**Placed cells, one color a class**

The bar under the picture is 20 microns long. Fill, decap, tap and diode cells in gray.
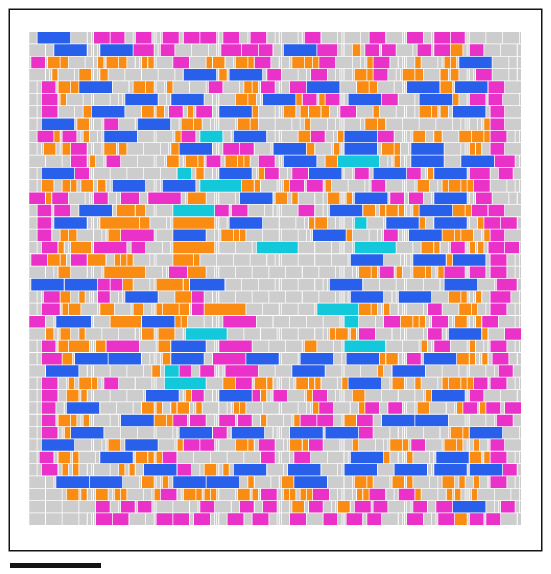
**Metal layers overlaid**

The bar under the picture is 20 microns long. Only two layers are drawn.
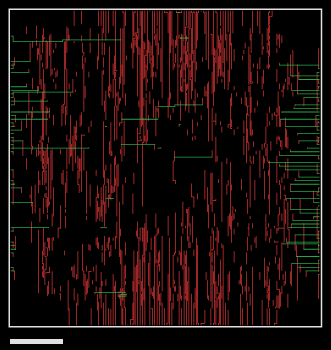
**Routing congestion**

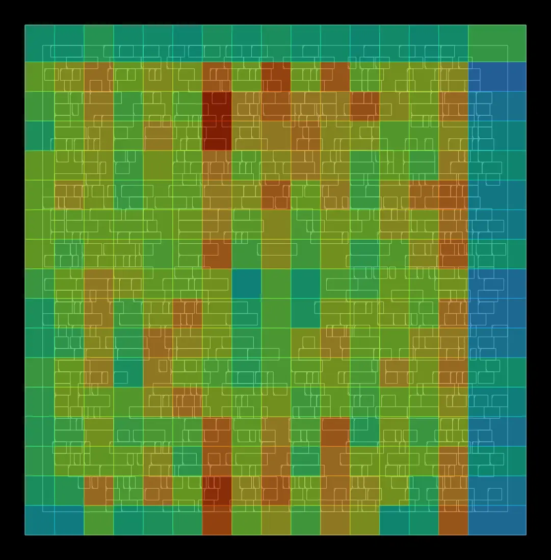
**Cell density map**

The die is cut into 12 by 12 equal tiles; black is low, pale yellow is high, 0 to 100% covered.
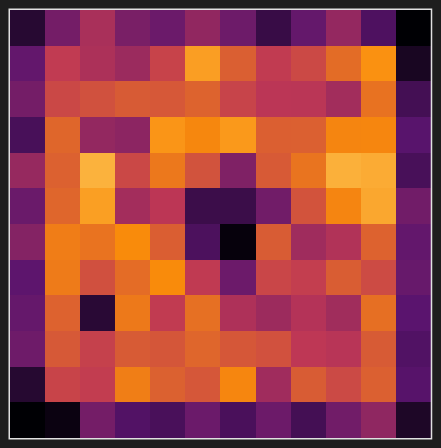
**Sequential cells grouped by signal name**

The bar under the picture is 20 microns long. Other sequential cells in the stronger gray, the rest of the logic in the fainter gray.
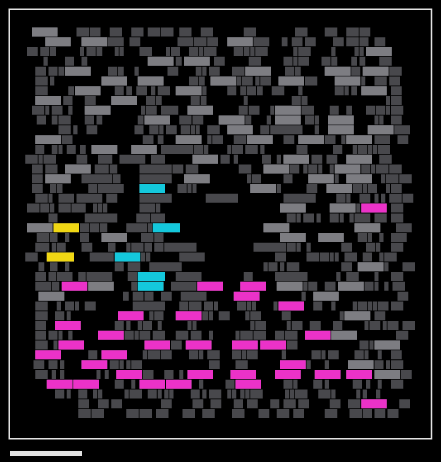
## src/rtl/apb_pkg.sv

```systemverilog
// apb_pkg: shared APB state encodings, default widths and bridge address map
package apb_pkg;
    typedef enum logic [1:0] {
        IDLE   = 2'd0,
        SETUP  = 2'd1,
        ACCESS = 2'd2,
        RESP   = 2'd3
    } apb_state_t;

    localparam int ADDR_W_DEF = 32;
    localparam int DATA_W_DEF = 32;
    localparam logic [7:0] CSR_REGION = 8'h00;

    function automatic logic is_csr(input logic [31:0] addr);
        return addr[31:24] == CSR_REGION;
    endfunction
endpackage

```

## src/rtl/apb_wait_timer.sv

```systemverilog
// apb_wait_timer: saturating wait-state counter flagging the TIMEOUT-th idle ACCESS cycle
module apb_wait_timer #(
    parameter int TIMEOUT = 16
) (
    input  logic clk,
    input  logic rst_n,
    input  logic clr,
    input  logic en,
    output logic expired
);
    localparam int W = (TIMEOUT < 1) ? 1 : $clog2(TIMEOUT + 1);
    localparam logic [W-1:0] LAST = W'((TIMEOUT == 0) ? 0 : TIMEOUT - 1);

    logic [W-1:0] cnt;

    // cnt holds the waits already seen, so the current wait is the last allowed one at LAST
    assign expired = (TIMEOUT != 0) && en && (cnt == LAST);

    always_ff @(posedge clk) begin
        if (!rst_n || clr) cnt <= '0;
        else if (en && cnt != '1) cnt <= cnt + 1'b1;
    end
endmodule

```

## src/rtl/apb_master.sv

```systemverilog
// apb_master: single-outstanding host command to APB SETUP/ACCESS requester with timeout
module apb_master
    import apb_pkg::*;
#(
    parameter int ADDR_W  = ADDR_W_DEF,
    parameter int DATA_W  = DATA_W_DEF,
    parameter int TIMEOUT = 16
) (
    input  logic              PCLK,
    input  logic              PRESETn,
    input  logic              cmd_valid,
    output logic              cmd_ready,
    input  logic              cmd_write,
    input  logic [ADDR_W-1:0] cmd_addr,
    input  logic [DATA_W-1:0] cmd_wdata,
    output logic              rsp_valid,
    input  logic              rsp_ready,
    output logic [DATA_W-1:0] rsp_rdata,
    output logic              rsp_err,
    output logic              rsp_timeout,
    output logic              PSEL,
    output logic              PENABLE,
    output logic              PWrite,
    output logic [ADDR_W-1:0] PADDR,
    output logic [DATA_W-1:0] PWDATA,
    input  logic [DATA_W-1:0] PRDATA,
    input  logic              PREADY,
    input  logic              PSLVERR
);
    apb_state_t state, state_n;
    logic expired;

    apb_wait_timer #(.TIMEOUT(TIMEOUT)) u_timer (
        .clk    (PCLK),
        .rst_n  (PRESETn),
        .clr    (state == SETUP),
        .en     (state == ACCESS && !PREADY),
        .expired(expired)
    );

    assign cmd_ready = state == IDLE;
    assign rsp_valid = state == RESP;

    always_comb begin
        state_n = state;
        unique case (state)
            IDLE:   state_n = cmd_valid ? SETUP : IDLE;
            SETUP:  state_n = ACCESS;
            ACCESS: state_n = (PREADY || expired) ? RESP : ACCESS;
            RESP:   state_n = rsp_ready ? IDLE : RESP;
        endcase
    end

    always_ff @(posedge PCLK) begin
        if (!PRESETn) begin
            state       <= IDLE;
            PSEL        <= 1'b0;
            PENABLE     <= 1'b0;
            PWrite      <= 1'b0;
            PADDR       <= '0;
            PWDATA      <= '0;
            rsp_rdata   <= '0;
            rsp_err     <= 1'b0;
            rsp_timeout <= 1'b0;
        end else begin
            state   <= state_n;
            PSEL    <= state_n == SETUP || state_n == ACCESS;
            PENABLE <= state_n == ACCESS;
            // the APB address/data registers double as the latched command
            if (state == IDLE && cmd_valid) begin
                PWrite <= cmd_write;
                PADDR  <= cmd_addr;
                PWDATA <= cmd_wdata;
            end
            if (state == ACCESS && PREADY) begin
                rsp_rdata   <= PWrite ? '0 : PRDATA;
                rsp_err     <= PSLVERR;
                rsp_timeout <= 1'b0;
            end else if (state == ACCESS && expired) begin
                rsp_rdata   <= '0;
                rsp_err     <= 1'b1;
                rsp_timeout <= 1'b1;
            end
        end
    end
endmodule

```

## config.mk

```make
export PLATFORM = sky130hd
export DESIGN_NAME = apb_master
export DESIGN_NICKNAME = d
export VERILOG_FILES = /design/src/rtl/apb_pkg.sv /design/src/rtl/apb_wait_timer.sv /design/src/rtl/apb_master.sv
export SDC_FILE = /design/constraint.sdc
export NUM_CORES = 1
export LEC_CHECK = 0
export ABC_CLOCK_PERIOD_IN_PS = 1600
export CORE_AREA = 4 4 113 115
export DETAILED_ROUTE_END_ITERATION = 10
export DIE_AREA = 0 0 117 119
export GPL_ROUTABILITY_DRIVEN = 0
export HOLD_SLACK_MARGIN = 0.12
export PLACE_DENSITY_LB_ADDON = 0.08
export SYNTH_ARGS = -nofsm -noshare
export SYNTH_HDL_FRONTEND = slang
export SYNTH_SLANG_ARGS = --single-unit
```

## constraint.sdc

```tcl
create_clock -name PCLK -period 1.6 [get_ports PCLK]
set_input_delay 0.32 -clock PCLK [delete_from_list [all_inputs] [get_ports PCLK]]
set_output_delay 0.32 -clock PCLK [all_outputs]
set_load 0.02 [all_outputs]
```

==> results_slide.txt <==
Flow Results at a Glance

Outcome
  • Status: finished, violations left
  • Failing checks: setup timing

Logic synthesis
  • Top cell area share: between 50% and 60%
  • Synth top cell by count: nand2_1
  • Post-synthesis simple-gate area fraction: a little under a fifth
  • Dominant Register Cell: dfxtp_1
  • Post-synthesis async set-or-reset flop share: 0%
  • Largest area contributor in the netlist: dfxtp_1
  • EDFF count, synth: 0

Hold path
  • Hold WC Path Type: reg2reg

Final timing
  • Period minus WS final: 1614 ps
  • Fin. max-slew vios: 0
  • Setup ws final: -13.75 ps
  • # setup viols final: 5

Placed design
  • Dpl hpwl: 8753 microns
  • IO Port Bufs: 205

Route
  • Antenna-violating nets left: 0

Global routing
  • Largest net degree at the start of global routing: 65

Clock network
  • Num Clock Sinks: roughly 110
  • CTS tree: built

Final layout
  • Most common logic cell in the routed design: nand2_1

Power
  • Power Dens Cells: 933.8 nW/um^2
Notes on 'placed cells, one color a class' above:
legend:
  cyan:
    class: clock drivers and dummy loads
    cells: 14
  blue:
    class: sequential cells
    cells: 108
  orange:
    class: remaining logic cells
    cells: 337
  magenta:
    class: remaining buffers and delay cells
    cells: 222
Site Rows: 40
Core Util, Final: 57.04%
fin area: 6738 sq um
CORE AREA: 11,810 sq um

Notes on 'metal layers overlaid' above:
legend:
  green:
    layer: M3
    wire_length: 701 microns
  red:
    layer: M2
    wire_length: 5,850 microns
detailed-route wire length per cell: 14.62 microns
Total GRT Usage: 17.14%
Via Count: 3,906

Notes on 'routing congestion' above:
met1 usage in global routing: 22.60%
global-route met2 utilization: 28.24%
gr busiest metal: met2
GR Util met3: 3.862%

Notes on 'cell density map' above:
mean over tiles: 47%
nearly empty tiles: 2.1%
fullest tile: 83%
tiles over 75% full: 6.2%
fp_density: 35.53%

Notes on 'sequential cells grouped by signal name' above:
legend:
  cyan:
    netlist_name: u_timer.cnt
    flops: 5
  yellow:
    netlist_name: state
    flops: 2
  magenta:
    netlist_name: PADDR
    flops: 32
    where: a horizontal strip, bottom

-- final timing paths --
check	from	endpoint	slack [ps]	depth (start not counted)
max reg2reg	u_timer.cnt[1]$_SDFFE_PP0P_	u_timer.cnt[0]$_SDFFE_PP0P_	-10	8
max	u_timer.cnt[1]$_SDFFE_PP0P_	u_timer.cnt[0]$_SDFFE_PP0P_	-10	8
min	PWDATA[17]$_SDFFE_PN0P_	PWDATA[17]$_SDFFE_PN0P_	450	2
min reg2reg	PWDATA[17]$_SDFFE_PN0P_	PWDATA[17]$_SDFFE_PN0P_	450	2
-- what timing repair did --
item	in CTS	in global routing
setup endpoints to repair	134	23
pin swaps	5	4
setup buffers	1	0
hold buffers	0	0
gates resized	103	19
-- stage by stage --
stage                     utilization [%]  cell area [sq um]
after global placement              54.99               6495
after detailed placement            54.99               6495
after global routing                57.04               6738
after CTS                           56.68               6695
final                               57.04               6738
after floorplan                         -               4243
-- final cells by class --
class	instances	area, sq um	area share (%)
Clock buffer	10	239.0	3.547
Multi-Input combinational cell	335	1918	28.47
Tap cell	147	183.9	2.730
Inverter	2	7.507	0.1114
Sequential cell	108	2166	32.14
Clock inverter	4	33.78	0.5014
Timing Repair Buffer	222	2190	32.50
-- layer usage --
layer	up-vias	wire length, microns	global-route usage, %
met1	1812	5417	22.60
li1	1971	-	-
met5	-	0	0
met4	0	135	4.301
met3	10	700	3.862
met2	113	5851	28.24
-- where the power goes --
group	internal [mW]	switching, mW	total, mW	leakage [nW]
Sequential	2.85	0.0786	2.93	0.883
Clock	1.10	0.983	2.08	0.132
Combinational	0.624	0.657	1.28	2.01
-- tightest hold or removal path, cell delays in order, from the launching register on --
cell      delay, ps
dfxtp_1         310
nand2_1          50
a21boi_1         50
No activity file was given, so power comes from the tool's default toggle rates.
